$ cat config.mk
export PLATFORM = sky130hd
export DESIGN_NAME = audio_serial_rx
export DESIGN_NICKNAME = d
export VERILOG_FILES = /design/src/rtl/audio_pkg.sv /design/src/rtl/sipo_shift.sv /design/src/rtl/audio_serial_rx.sv
export SDC_FILE = /design/constraint.sdc
export NUM_CORES = 1
export LEC_CHECK = 0
export CAP_MARGIN = 20
export CORE_MARGIN = 8
export CORE_UTILIZATION = 30
export DETAILED_ROUTE_END_ITERATION = 6
export REMOVE_ABC_BUFFERS = 1
export SLEW_MARGIN = 20
export SYNTH_ARGS = -nofsm -noshare
export SYNTH_HDL_FRONTEND = slang
export SYNTH_SLANG_ARGS = --single-unit
$ cat constraint.sdc
create_clock -name s_clk -period 3.2 [get_ports s_clk]
set_input_delay 0.96 -clock s_clk [delete_from_list [all_inputs] [get_ports s_clk]]
set_output_delay 0.96 -clock s_clk [all_outputs]
set_load 0.02 [all_outputs]
$ cat src/rtl/audio_pkg.sv
// Shared definitions for the serial audio transmit and receive paths.
package audio_pkg;

  localparam int unsigned DEFAULT_DATA_W = 16;
  localparam int unsigned FRAME_BITS     = 2 * DEFAULT_DATA_W;

  // Frame ordering shared with the transmit serializer: left word first, each word MSB first.
  localparam bit LEFT_FIRST = 1'b1;
  localparam bit MSB_FIRST  = 1'b1;

  typedef enum logic [0:0] {
    HUNT,
    RECV
  } rx_state_e;

endpackage

$ cat src/rtl/sipo_shift.sv
// Serial-in/parallel-out shift register; restart drops old contents and loads din as bit 0.
module sipo_shift #(
  parameter int unsigned WIDTH = 8
) (
  input  logic             clk,
  input  logic             rst_n,
  input  logic             en,
  input  logic             restart,
  input  logic             din,
  output logic [WIDTH-1:0] q
);

  always_ff @(posedge clk or negedge rst_n) begin
    if (!rst_n) begin
      q <= '0;
    end else if (en) begin
      q <= restart ? {{(WIDTH - 1){1'b0}}, din} : {q[WIDTH-2:0], din};
    end
  end

endmodule

$ cat src/rtl/audio_serial_rx.sv
// Deserializes a framed stereo serial stream into parallel left/right words.
module audio_serial_rx
  import audio_pkg::*;
#(
  parameter int unsigned DATA_W = DEFAULT_DATA_W,
  parameter int unsigned CNT_W  = 5
) (
  input  logic              s_clk,
  input  logic              rst_n,
  input  logic              sdin,
  input  logic              frame_sync,
  output logic [DATA_W-1:0] audio_left,
  output logic [DATA_W-1:0] audio_right,
  output logic              sample_valid,
  output logic              frame_err,
  output logic              locked
);

  localparam int unsigned FrameBits = 2 * DATA_W;
  localparam logic [CNT_W-1:0] LastBit = CNT_W'(FrameBits - 1);

  rx_state_e            state_q, state_d;
  logic [CNT_W-1:0]     cnt_q, cnt_d;
  logic                 shift_en;
  logic                 shift_restart;
  logic                 frame_done;
  logic                 sync_err;
  logic [FrameBits-2:0] shift_q;
  logic [FrameBits-1:0] frame_word;

  sipo_shift #(
    .WIDTH(FrameBits - 1)
  ) u_shift (
    .clk    (s_clk),
    .rst_n  (rst_n),
    .en     (shift_en),
    .restart(shift_restart),
    .din    (sdin),
    .q      (shift_q)
  );

  // The last bit bypasses the shifter so the words can be latched on the same edge.
  assign frame_word = {shift_q, sdin};

  always_comb begin
    state_d       = state_q;
    cnt_d         = cnt_q;
    shift_en      = 1'b0;
    shift_restart = 1'b0;
    frame_done    = 1'b0;
    sync_err      = 1'b0;
    unique case (state_q)
      HUNT: begin
        if (frame_sync) begin
          shift_en      = 1'b1;
          shift_restart = 1'b1;
          cnt_d         = CNT_W'(1);
          state_d       = RECV;
        end
      end
      RECV: begin
        if (cnt_q == '0 && !frame_sync) begin
          sync_err = 1'b1;
          cnt_d    = '0;
          state_d  = HUNT;
        end else if (cnt_q != '0 && frame_sync) begin
          // Early sync: treat this bit as the start of a fresh frame.
          sync_err      = 1'b1;
          shift_en      = 1'b1;
          shift_restart = 1'b1;
          cnt_d         = CNT_W'(1);
        end else if (cnt_q == LastBit) begin
          frame_done = 1'b1;
          cnt_d      = '0;
        end else begin
          shift_en = 1'b1;
          cnt_d    = cnt_q + 1'b1;
        end
      end
      default: state_d = HUNT;
    endcase
  end

  always_ff @(posedge s_clk or negedge rst_n) begin
    if (!rst_n) begin
      state_q      <= HUNT;
      cnt_q        <= '0;
      audio_left   <= '0;
      audio_right  <= '0;
      sample_valid <= 1'b0;
      frame_err    <= 1'b0;
      locked       <= 1'b0;
    end else begin
      state_q      <= state_d;
      cnt_q        <= cnt_d;
      sample_valid <= frame_done;
      frame_err    <= sync_err;
      if (sync_err) begin
        locked <= 1'b0;
      end else if (frame_done) begin
        locked <= 1'b1;
      end
      if (frame_done) begin
        audio_left  <= LEFT_FIRST ? frame_word[FrameBits-1 -: DATA_W] : frame_word[DATA_W-1:0];
        audio_right <= LEFT_FIRST ? frame_word[DATA_W-1:0] : frame_word[FrameBits-1 -: DATA_W];
      end
    end
  end

endmodule

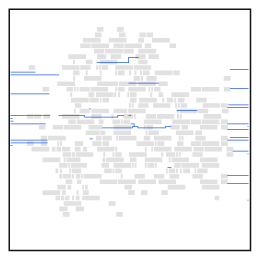
*Metal 3*
Scale: 2 px per um.
longest straight run: 23.9 um
main direction: horizontal
nets with wire on the layer: 26

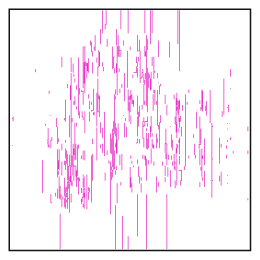
*Signal wires on met2*
Scale: 2 px per um.
nets with wire on the layer: 247
longest straight run: 46.9 um
share of all routed wire: 44%
met2 global-route usage: 0.1285
Via Count: 1818
routed wire length: 5.811 mm

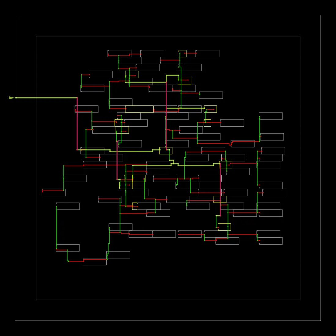
*Clock wiring as the flow saved it*
registers: 72
Final Skew: 0.01338 ns
Insertion Delay late pin: 0.35 ns
number of clock-tree buffers in the layout: 10

==> flow_summary.yaml <==
# physical design summary
power:
  p_leak_nw: 1.890
  ir_worst_vdd_v: 0.0002390
floorplanning:
  die_w_um: 119.9
  core-area_um2: 10700
  initCoreUtil: 0.3025
  pin_count: 39
worst_setup_path:
  cpLargestDelayFamily: "simple AND/OR/NAND/NOR gates"
  cp_cell_sequence: "inv_1 > ha_1 > or4b_2 > ha_1 > and4bb_2 > buf_12 > mux2_2"
  cpMostUsedCell: "ha_1"
  critPathLaunch: "cnt_q[0]"
  critPathSlowestCell: "or4b_2"
  worstSetupPathDepth: 7
  cp_slowest_stage_delay_ns: 0.61
  reg2reg_to: "audio_left[9]"
  ff2ff_setup_slack_ns: 0.44
synth:
  top_area_cell: "dfrtp_1"
  ys_seq_share: 0.5568
  synth_warnings: 0
  synth-seq-cells: 72
  postSynthAreaPerCell_um2: 13.21
  ys_types: 31
global_routing:
  grt_max_degree: 73
  grt_usage: 0.08662
  grt_pass1_vias: 1974
  grt_overflow: 0
  grt_pass1_wl_mm: 9.880
timing:
  finalCriticalPeriod_ns: 2.757
  setup_tns_ns: 0
  hold_violations: 0
  maxSlewViolCount: 0
  rsz0062_at_grt: "no"
routing:
  ant_nets: 0
  wire_per_inst_um: 13.39
  drt_iter0_drc: 87
  first_pass_iters: 4
cells_and_area:
  final_common_cell: "dfrtp_1"
  area_delta_synth_final_pct: 22.31
  fin_cells: 434
  mostFrequentLayoutCells: "dfrtp_1 (72), clkdlybuf4s50_1 (37), inv_1 (34)"
clocking:
  cts-hold-fix-buffers: 0
  clk_pin_slew_ns: 0.09
  cts-root-buf: "clkbuf_8"
  clock_sinks: 72
  cts_tree: "done"
placed_design:
  numPortBuffers: 38
  dpl.hpwl_mm: 3.868
  routabilityCongestion: 0.6610
  dp.cells: 418
outcome:
  status: "completed"
worst_hold_path:
  hold_class: "flop to flop"
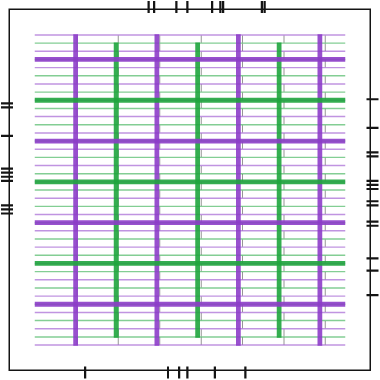
*Power grid*
Scale: 3 px per um. Pins as bars on the die edge. Tap cells in gray.
legend:
  purple:
    net: VSS
  green:
    net: VDD
rows: 38
met4 straps: 7
met1 rails: 39

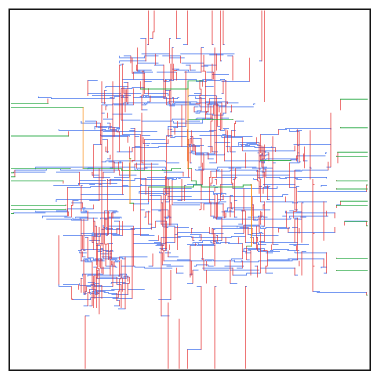
*Signal wires by layer*
Scale: 3 px per um.
legend:
  red:
    layer: met2
    wire_length: 2530 um
  orange:
    layer: met4
    wire_length: 82.3 um
  green:
    layer: met3
    wire_length: 364 um
  blue:
    layer: met1
    wire_length: 2830 um

final cells by class:
cell class / count / area, um2
timing repair buffer: 44 / 460.4
clock buffer: 10 / 137.6
multi-input combinational: 128 / 1186
clock inverter: 6 / 68.82
tap: 140 / 175.2
fill: 1054 / 6740
sequential: 72 / 1802
inverter: 34 / 127.6
state kept, by name (all words and copies together), names as in the netlist:
name / count
audio_left: 16
audio_right: 16
cnt_q: 5
frame_err: 1
locked: 1
sample_valid: 1
state_q: 1
u_shift.q: 31
cell families (layout without fill, tap and decap cells):
kind of cell,Yosys count,in the layout,share of synthesized area
adder cells (fa/ha/maj),6,6,0.02320
AND-OR/OR-AND,9,9,0.02205
buffers and inverters,45,94,0.08043
flip-flops,72,72,0.5568
XOR/XNOR,1,1,0.002707
multiplexers,64,64,0.2432
AND/OR/NAND/NOR,48,48,0.07154
report_power, final:
group	internal, W	switching (W)	total, W
Combinational	0.000278	0.000330	0.000609
Clock	0.000384	0.000356	0.000740
Sequential	0.000980	0.0000788	0.00106
worst min path at each step:
stage	from	end	slack (ns)	depth (start not counted)
finish	u_shift.q[30]	audio_left[15]	0.51	1
global route	u_shift.q[30]	audio_left[15]	0.53	1
CTS	u_shift.q[30]	audio_left[15]	0.51	1
detailed placement	locked	locked	0.49	2
global placement	u_shift.q[30]	audio_left[15]	0.49	1
floorplan	u_shift.q[30]	audio_left[15]	0.48	1
Yosys cell counts:
master and instances:
and4bb_1 1, dfrtp_1 72, buf_12 3, nor2b_1 1
o22ai_4 1, clkbuf_1 3, o31ai_1 1, nand3_1 2
mux2i_1 31, and3_1 2, and2b_2 1, mux2_2 5
nor2_1 5, buf_2 1, nor3b_2 1, inv_1 34
nand2_1 32, a21oi_1 1, o22ai_1 1, buf_8 3
o21ai_0 2, mux2_4 28, xnor2_1 1, o21bai_1 1
a22oi_1 1, a21o_1 1, buf_6 1, or4b_4 1
or4b_2 1, nand2b_1 1, ha_1 6
stage by stage:
step | setup WS, ns | hold WS [ns] | total power, W
after global routing | 0.3158 | 0.5283 | 0.002545
after global placement | 0.1752 | 0.4905 | 0.001679
after detailed placement | 0.1239 | 0.4882 | 0.001693
after CTS | 0.4317 | 0.5142 | 0.002445
after floorplan | -0.1364 | 0.4814 | 0.001489
final | 0.4431 | 0.5113 | 0.002407
layer usage:
layer	routed length (um)	track usage	vias to the layer above
li1	-	-	882
met1	2833	0.1098	891
met2	2531	0.1285	36
met3	363	0.03664	9
met4	82	0.03279	0
met5	0	0	-
No activity file was given, so power comes from the tool's default toggle rates.
